[config.mk]
export PLATFORM = sky130hd
export DESIGN_NAME = obstacle_gen_multi_flat
export DESIGN_NICKNAME = d
export VERILOG_FILES = /design/src/rtl/obstacle_gen_multi_if.sv /design/src/rtl/obstacle_gen_multi.sv /design/src/flat_wrapper.sv
export SDC_FILE = /design/constraint.sdc
export NUM_CORES = 2
export LEC_CHECK = 0
export CORE_AREA = 2 2 301 303
export DETAILED_ROUTE_END_ITERATION = 10
export DIE_AREA = 0 0 303 305
export PLACE_DENSITY_LB_ADDON = 0.25
export SLEW_MARGIN = 20
export SYNTH_ARGS = -nofsm -noshare
export SYNTH_HDL_FRONTEND = slang
export SYNTH_SLANG_ARGS = --single-unit
[constraint.sdc]
create_clock -name clk -period 12.2 [get_ports clk]
set_input_delay 1.83 -clock clk [delete_from_list [all_inputs] [get_ports clk]]
set_output_delay 1.83 -clock clk [all_outputs]
set_load 0.05 [all_outputs]
[src/rtl/obstacle_gen_multi_if.sv]
// Control and render-facing signals of the obstacle field generator.
// The generator sits on the slave side; the game logic and renderer sit on the master side.
interface obstacle_gen_multi_if #(
    parameter int unsigned NUM_OBST = 10,
    parameter int unsigned XW       = 10,
    parameter int unsigned YW       = 9,
    parameter int unsigned SPD_W    = 3
);
    logic                                  frame_tick;
    logic                                  run;
    logic [SPD_W-1:0]                      speed;
    logic [NUM_OBST-1:0][2*XW-1:0]         obstacle_x;
    logic [NUM_OBST-1:0][2*YW-1:0]         obstacle_y;
    logic [NUM_OBST-1:0]                   obstacle_valid;
    logic [$clog2(NUM_OBST+1)-1:0]         active_count;
    logic                                  spawn;

    modport master (
        output frame_tick, run, speed,
        input  obstacle_x, obstacle_y, obstacle_valid, active_count, spawn
    );

    modport slave (
        input  frame_tick, run, speed,
        output obstacle_x, obstacle_y, obstacle_valid, active_count, spawn
    );
endinterface

[src/rtl/obstacle_gen_multi.sv]
// Slot-table obstacle field: scrolls left once per frame step, spawns LFSR-sized obstacles
// at the right edge and presents clipped rectangles to the renderer.
module obstacle_gen_multi #(
    parameter int unsigned NUM_OBST = 10,
    parameter int unsigned XW       = 10,
    parameter int unsigned YW       = 9,
    parameter int unsigned SCREEN_W = 640,
    parameter int unsigned TOP      = 20,
    parameter int unsigned BOTTOM   = 440,
    parameter int unsigned MIN_W    = 20,
    parameter int unsigned MAX_W    = 80,
    parameter int unsigned MIN_H    = 20,
    parameter int unsigned MAX_H    = 150,
    parameter int unsigned MIN_GAP  = 120,
    parameter int unsigned MAX_GAP  = 250,
    parameter int unsigned SPD_W    = 3,
    parameter logic [31:0] SEED     = 32'h12345678,
    parameter int unsigned OFF_X    = 700,
    parameter int unsigned OFF_Y    = 500
) (
    input logic                 clk,
    input logic                 rst,
    obstacle_gen_multi_if.slave bus
);
    localparam int unsigned PW     = XW + 2;
    localparam int unsigned IW     = $clog2(NUM_OBST);
    localparam int unsigned CW     = $clog2(NUM_OBST + 1);
    localparam int unsigned W_SPAN = MAX_W - MIN_W + 1;
    localparam int unsigned H_SPAN = MAX_H - MIN_H + 1;
    localparam int unsigned G_SPAN = MAX_GAP - MIN_GAP + 1;

    typedef logic signed [PW-1:0] pos_t;

    localparam pos_t SCR  = pos_t'(SCREEN_W);
    localparam pos_t ZERO = pos_t'(0);

    logic [NUM_OBST-1:0] active_q, active_d;
    pos_t                pos_x_q [NUM_OBST];
    pos_t                pos_x_d [NUM_OBST];
    logic [YW-1:0]       pos_y_q [NUM_OBST];
    logic [YW-1:0]       pos_y_d [NUM_OBST];
    logic [6:0]          w_q     [NUM_OBST];
    logic [6:0]          w_d     [NUM_OBST];
    logic [7:0]          h_q     [NUM_OBST];
    logic [7:0]          h_d     [NUM_OBST];
    logic [8:0]          gap_cnt_q, gap_cnt_d;
    logic [31:0]         lfsr_q, lfsr_d;
    logic                spawn_q, spawn_d;

    logic [6:0]          new_w;
    logic [7:0]          new_h;
    logic [8:0]          new_gap;
    logic [9:0]          y_span;
    logic [YW-1:0]       new_y;
    logic                free_found;
    logic [IW-1:0]       free_idx;

    // Scaled byte fields: byte*span>>8 maps 0..255 onto 0..span-1 inclusive of both ends.
    always_comb begin
        new_w   = 7'(MIN_W) + 7'((18'(lfsr_q[7:0]) * 18'(W_SPAN)) >> 8);
        new_h   = 8'(MIN_H) + 8'((18'(lfsr_q[15:8]) * 18'(H_SPAN)) >> 8);
        new_gap = 9'(MIN_GAP) + 9'((18'(lfsr_q[23:16]) * 18'(G_SPAN)) >> 8);
        y_span  = 10'(BOTTOM - TOP + 1) - 10'(new_h);
        new_y   = YW'(TOP) + YW'((18'(lfsr_q[31:24]) * 18'(y_span)) >> 8);
    end

    // Lowest-index free slot, judged on the pre-step mask so same-step retirees are not reused.
    always_comb begin
        free_found = 1'b0;
        free_idx   = '0;
        for (int k = NUM_OBST - 1; k >= 0; k--) begin
            if (!active_q[k]) begin
                free_found = 1'b1;
                free_idx   = IW'(k);
            end
        end
    end

    always_comb begin
        pos_t moved;
        moved     = ZERO;
        active_d  = active_q;
        pos_x_d   = pos_x_q;
        pos_y_d   = pos_y_q;
        w_d       = w_q;
        h_d       = h_q;
        gap_cnt_d = gap_cnt_q;
        spawn_d   = 1'b0;
        lfsr_d    = {lfsr_q[30:0], lfsr_q[31] ^ lfsr_q[21] ^ lfsr_q[1] ^ lfsr_q[0]};

        if (bus.frame_tick && bus.run) begin
            for (int k = 0; k < NUM_OBST; k++) begin
                if (active_q[k]) begin
                    moved      = pos_x_q[k] - pos_t'(bus.speed);
                    pos_x_d[k] = moved;
                    if (moved + pos_t'(w_q[k]) <= ZERO) begin
                        active_d[k] = 1'b0;
                    end
                end
            end

            gap_cnt_d = (gap_cnt_q > 9'(bus.speed)) ? gap_cnt_q - 9'(bus.speed) : '0;

            // With no free slot the counter rests at zero, so the spawn fires on a later step.
            if (gap_cnt_d == '0 && free_found) begin
                active_d[free_idx] = 1'b1;
                pos_x_d[free_idx]  = SCR;
                pos_y_d[free_idx]  = new_y;
                w_d[free_idx]      = new_w;
                h_d[free_idx]      = new_h;
                gap_cnt_d          = 9'(new_w) + new_gap;
                spawn_d            = 1'b1;
            end
        end
    end

    always_ff @(posedge clk) begin
        if (rst) begin
            active_q  <= '0;
            gap_cnt_q <= 9'(MIN_GAP);
            lfsr_q    <= SEED;
            spawn_q   <= 1'b0;
            for (int k = 0; k < NUM_OBST; k++) begin
                pos_x_q[k] <= ZERO;
                pos_y_q[k] <= '0;
                w_q[k]     <= '0;
                h_q[k]     <= '0;
            end
        end else begin
            active_q  <= active_d;
            gap_cnt_q <= gap_cnt_d;
            lfsr_q    <= lfsr_d;
            spawn_q   <= spawn_d;
            pos_x_q   <= pos_x_d;
            pos_y_q   <= pos_y_d;
            w_q       <= w_d;
            h_q       <= h_d;
        end
    end

    always_comb begin
        pos_t          right_full;
        logic [XW-1:0] left;
        logic [XW-1:0] right;
        right_full         = ZERO;
        left               = '0;
        right              = '0;
        bus.obstacle_valid = '0;
        bus.obstacle_x     = '0;
        bus.obstacle_y     = '0;
        for (int k = 0; k < NUM_OBST; k++) begin
            right_full = pos_x_q[k] + pos_t'(w_q[k]);
            left       = pos_x_q[k][PW-1] ? '0 : pos_x_q[k][XW-1:0];
            right      = (right_full > SCR) ? XW'(SCREEN_W) : right_full[XW-1:0];
            if (active_q[k] && pos_x_q[k] < SCR && right_full > ZERO) begin
                bus.obstacle_valid[k] = 1'b1;
                bus.obstacle_x[k]     = {left, right};
                bus.obstacle_y[k]     = {pos_y_q[k], pos_y_q[k] + YW'(h_q[k])};
            end else begin
                bus.obstacle_x[k] = {XW'(OFF_X), XW'(OFF_X)};
                bus.obstacle_y[k] = {YW'(OFF_Y), YW'(OFF_Y)};
            end
        end
    end

    always_comb begin
        bus.active_count = '0;
        for (int k = 0; k < NUM_OBST; k++) begin
            bus.active_count = bus.active_count + CW'(active_q[k]);
        end
    end

    assign bus.spawn = spawn_q;
endmodule

[src/flat_wrapper.sv]
// flat-port wrapper written by rule: the top's interface ports become plain ports
module obstacle_gen_multi_flat 
#(
    parameter int unsigned NUM_OBST = 10,
    parameter int unsigned XW       = 10,
    parameter int unsigned YW       = 9,
    parameter int unsigned SCREEN_W = 640,
    parameter int unsigned TOP      = 20,
    parameter int unsigned BOTTOM   = 440,
    parameter int unsigned MIN_W    = 20,
    parameter int unsigned MAX_W    = 80,
    parameter int unsigned MIN_H    = 20,
    parameter int unsigned MAX_H    = 150,
    parameter int unsigned MIN_GAP  = 120,
    parameter int unsigned MAX_GAP  = 250,
    parameter int unsigned SPD_W    = 3,
    parameter logic [31:0] SEED     = 32'h12345678,
    parameter int unsigned OFF_X    = 700,
    parameter int unsigned OFF_Y    = 500
)
  (clk, rst, bus_frame_tick, bus_run, bus_speed, bus_obstacle_x, bus_obstacle_y, bus_obstacle_valid, bus_active_count, bus_spawn);
  obstacle_gen_multi_if #(.NUM_OBST(NUM_OBST), .XW(XW), .YW(YW), .SPD_W(SPD_W)) bus_i ();
  input logic clk;
  input logic rst;
  input wire logic [$bits(bus_i.frame_tick)-1:0] bus_frame_tick;
  input wire logic [$bits(bus_i.run)-1:0] bus_run;
  input wire logic [$bits(bus_i.speed)-1:0] bus_speed;
  output wire logic [$bits(bus_i.obstacle_x)-1:0] bus_obstacle_x;
  output wire logic [$bits(bus_i.obstacle_y)-1:0] bus_obstacle_y;
  output wire logic [$bits(bus_i.obstacle_valid)-1:0] bus_obstacle_valid;
  output wire logic [$bits(bus_i.active_count)-1:0] bus_active_count;
  output wire logic [$bits(bus_i.spawn)-1:0] bus_spawn;
  assign bus_i.frame_tick = bus_frame_tick;
  assign bus_i.run = bus_run;
  assign bus_i.speed = bus_speed;
  assign bus_obstacle_x = bus_i.obstacle_x;
  assign bus_obstacle_y = bus_i.obstacle_y;
  assign bus_obstacle_valid = bus_i.obstacle_valid;
  assign bus_active_count = bus_i.active_count;
  assign bus_spawn = bus_i.spawn;
  obstacle_gen_multi #(.NUM_OBST(NUM_OBST), .XW(XW), .YW(YW), .SCREEN_W(SCREEN_W), .TOP(TOP), .BOTTOM(BOTTOM), .MIN_W(MIN_W), .MAX_W(MAX_W), .MIN_H(MIN_H), .MAX_H(MAX_H), .MIN_GAP(MIN_GAP), .MAX_GAP(MAX_GAP), .SPD_W(SPD_W), .SEED(SEED), .OFF_X(OFF_X), .OFF_Y(OFF_Y)) u_core (.clk(clk), .rst(rst), .bus(bus_i));
endmodule
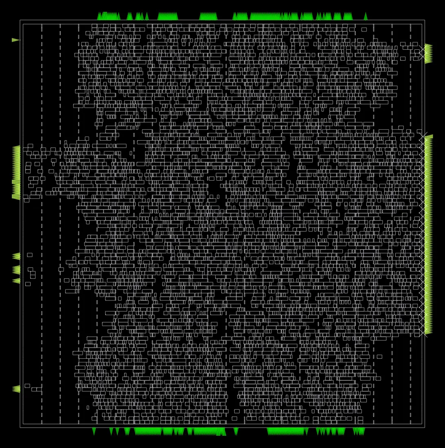
**Above:** cell placement.
# fillers: 8,820
total core area: 89,300 um^2

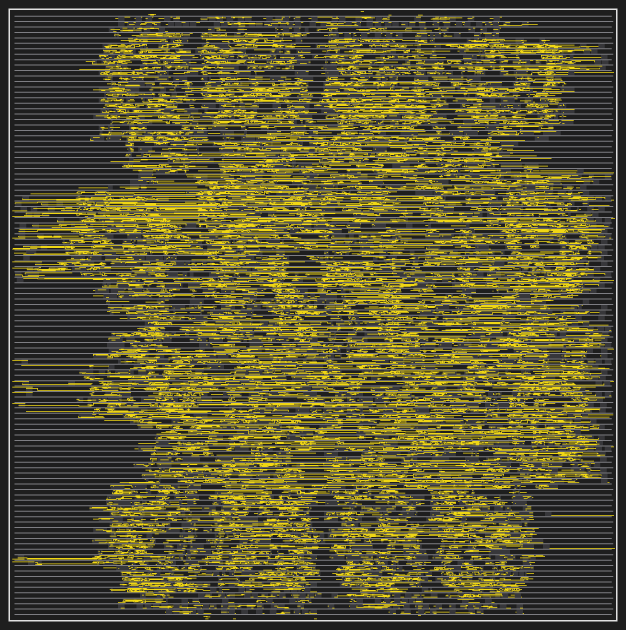
**Above:** metal 1.
(2 px per um) Supply wires on this layer in grey. Cells faint in the background.
nets with wire on the layer	5,003
main direction	horizontal
longest straight run	77.7 um
share of all routed wire	46%
wire length on this layer	52.3 mm

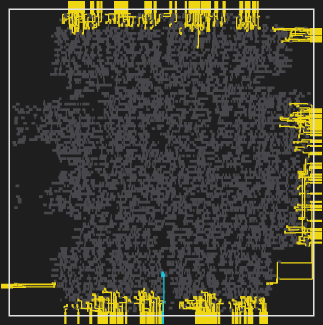
**Above:** wires at chosen ports, followed through buffers.
(1 px per um)
port	colour	direction	edge	end cells	buffers	wire
bus_obstacle_x	yellow	output	75 bottom, 71 top, 51 right, 3 left	200	200	4,280 um
bus_frame_tick	cyan	input	bottom	3	1	46.7 um

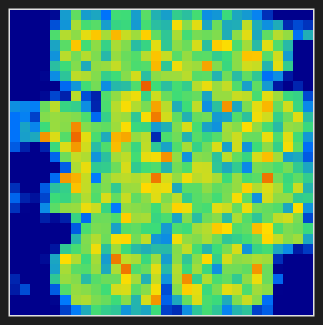
**Above:** placement density heat map.
(1 px per um) The die is cut into 30 by 30 equal tiles; dark blue is low, red is high, 0 to 100% covered.
mean over tiles	44%
fullest tile	89%
nearly empty tiles	15%
tiles over 75% full	5.1%

==> Slide: Implementation Results <==
Run Summary

STA
  – Min cycle time layout: 10.74 ns
  – Final TNS setup: 0 ns
  – Max Clk Rate: around 93 MHz
  – Setup Viol. Count Final: 0
  – Hold_ws: 0.460 ns
  – Worst setup margin: about 1.5 ns
  – Least-Margin Pin Slew: 1.07 ns
  – Slew headroom: about 29%
  – Max Slew Vio Count: 0
  – Period utilisation layout: 88.1%

CTS
  – Reg clk slew, reported paths: ~0.060 ns
  – CTS tree: yes
  – CTS buffer count: 50
  – Clk latency late pin: 0.60 ns
  – # hold bufs at CTS: 0
  – Max clock buf depth: 3
  – CTS sink cnt: just over 400
  – Clk root buf: clkbuf_16
  – Post_cts resized: 0
  – H-tree Lvls: 2
  – Post-CTS Setup Inserts: 0

GRT
  – Busiest grt layer: met2
  – Initial antenna violation count: 1
  – Vias in the first global route: ~30,000
  – Met3 Usage GRT: around 2.7%
  – Largest net degree at the start of global routing: 84
  – Met1 GRT Util: about a third
  – Grt ovf: 0
  – First-pass GRT wire length: 176 mm

Run
  – OpenROAD warnings: 32
  – Max Cap Viol: 0

Floorplanning
  – I/O pin count: 402
  – Die Y: 305 um
  – Die x size: 303 um
  – Die ar.: 92,400 um^2

Drt
  – DR WL met2: 52.5 mm
  – WL/cell: 18.9 um
  – Drt drc: 30
  – DRT met1 WL: 52.3 mm
  – DR vias/cell: around 5.4
  – 1st-pass router iterations: 11
  – Met3 routed WL: 6.40 mm
  – Post-Route WL: 114 mm
  – Antenna-violating nets left: 0
  – Top Metal Used: met4
  – Via Count: 32,500
  – Initial DRC count: around 2,300

Placed design
  – Area after DPL: 40,700 um^2
  – RD Place Congestion: between 0.9 and 1
  – Placed insts: 5,970
  – Number of port buffers: 401
  – DP HPWL: 87.3 mm

Logic synthesis
  – Synth unique cells: 94
  – Top_reg_cell synth: dfxtp_1
  – YS warnings: 0
  – Seq cells post-synth: around 400
  – Cell count listed in synth_stat.txt: 4,577
  – Synth Seq Share: 23.2%
  – Mapped Nets: a little over 5,000
  – Syn Std Cell Area: 35,500 um^2
  – Synthesis area per yosys: 35,500 um^2
  – Async SR Flop Fraction: 0%
  – Flip-flops with a built-in enable: 0

Pwr
  – Design Power: about 6.1 mW
  – P_leak: about 18 nW
  – Worst ir drop on vdd: 0.000570 V
  – Power per cell area: 144 nW/um^2

Worst setup path
  – CP top delay family: adder cells
  – CP max stage delay: 0.58 ns
  – Worst Path Max Fanout: 10
  – Critical path's most frequent cell: ha_1
  – WP data arrival: 11.16 ns
  – Critical Path RT: about 13 ns
  – Type of the worst setup path: flip-flop to flip-flop
  – CP max stage cell: dfxtp_1
  – Critical Path End Type: flip-flop
  – WP buf/inv: 3

Layout
  – Area Overhead vs Synth: 19.6%
  – Util after Layout: 47.6%
  – Nets@finish: 5,338
  – Most numerous logic cells after layout: nand2_1 (517), nor2_1 (440), dfxtp_1 (412)
  – # diodes: 0
  – Final instance area: around 42,000 um^2
  – Top cell excl fill/tap: nand2_1
  – Final Non-Filler Cells: 6,061

Worst hold path
  – Hold Path Class: flip-flop to flip-flop

Outcome
  – Failing checks: DRC
  – Status: finished, violations left
==> synthesized netlist by cell type (all sizes together) (5+ instances only) <==
| cell type | count | area share [%] |
|---|---|---|
| xor2 | 90 | 2.2 |
| a211o | 11 | 0.27 |
| nor2b | 85 | 1.5 |
| o22ai | 10 | 0.18 |
| nor4 | 44 | 0.79 |
| and3b | 6 | 0.15 |
| or3 | 47 | 0.86 |
| or4 | 6 | 0.13 |
| clkbuf | 215 | 2.3 |
| dfxtp | 412 | 23 |
| nor3b | 17 | 0.36 |
| nand3 | 51 | 0.72 |
| and3 | 43 | 0.76 |
| a41oi | 6 | 0.17 |
| nor2 | 446 | 4.7 |
| nand2b | 106 | 1.9 |
| a21o | 86 | 1.8 |
| buf | 23 | 0.29 |
| o31ai | 13 | 0.27 |
| mux2i | 20 | 0.56 |
| ha | 377 | 13 |
| xnor2 | 321 | 8.0 |
| a32oi | 6 | 0.17 |
| o311ai | 5 | 0.12 |
| a211oi | 96 | 2.0 |
| a31oi | 19 | 0.38 |
| a311oi | 5 | 0.14 |
| o21a | 35 | 0.74 |
| a2111oi | 7 | 0.19 |
| nand2 | 518 | 5.5 |
| o21ai | 206 | 2.9 |
| o21bai | 77 | 1.6 |
| a21oi | 387 | 5.5 |
| nand4 | 25 | 0.44 |
| nor3 | 99 | 1.4 |
| nand4b | 6 | 0.15 |
| nand3b | 16 | 0.34 |
| fa | 108 | 6.1 |
| or2 | 24 | 0.42 |
| inv | 298 | 3.1 |
| o211ai | 12 | 0.25 |
| a221oi | 6 | 0.15 |
| and2 | 120 | 2.1 |
==> power breakdown <==
group | internal, mW | leakage (nW) | switching [mW]
combinational | 0.904 | 13.5 | 2.21
clock | 1.00 | 0.860 | 0.637
sequential | 1.35 | 3.33 | 0.0191
==> sequential cells by signal, indices dropped and copies added, names as in the netlist <==
| signal | cells |
|---|---|
| u_core.bus.spawn | 1 |
| u_core.pos_y_q | 90 |
| u_core.pos_x_q | 120 |
| u_core.lfsr_q | 32 |
| u_core.h_q | 80 |
| u_core.w_q | 70 |
| u_core.active_q | 10 |
| u_core.gap_cnt_q | 9 |
==> worst paths after layout <==
path / start / slack, ns / endpoint / depth (start not counted)
setup reg to reg: u_core.lfsr_q[15] / 1.46 / u_core.pos_y_q[44] / 40
hold / removal: u_core.h_q[47] / 0.46 / u_core.h_q[47] / 2
hold reg to reg: u_core.h_q[47] / 0.46 / u_core.h_q[47] / 2
setup / recovery: u_core.lfsr_q[15] / 1.46 / u_core.pos_y_q[44] / 40
==> layout make-up <==
class                           count  area (um^2)
Clock buffer                       67         1420
Clock inverter                     24          368
Fill cell                        8820        46800
Inverter                          300         1130
Multi-Input combinational cell   3627        25400
Sequential cell                   412         8250
Tap cell                         1176         1470
Timing Repair Buffer              455         4420
==> cells by family after synthesis <==
logic type | Yosys count | synth area share (%)
compound gates | 1032 | 18.0
buf+inv | 538 | 5.73
mux | 22 | 0.627
xor+xnor | 412 | 10.3
fa+ha+maj | 485 | 19.4
simple gates | 1676 | 22.7
flops | 412 | 23.2
Power figures rest on the tool's default switching activity, not on a simulated workload.
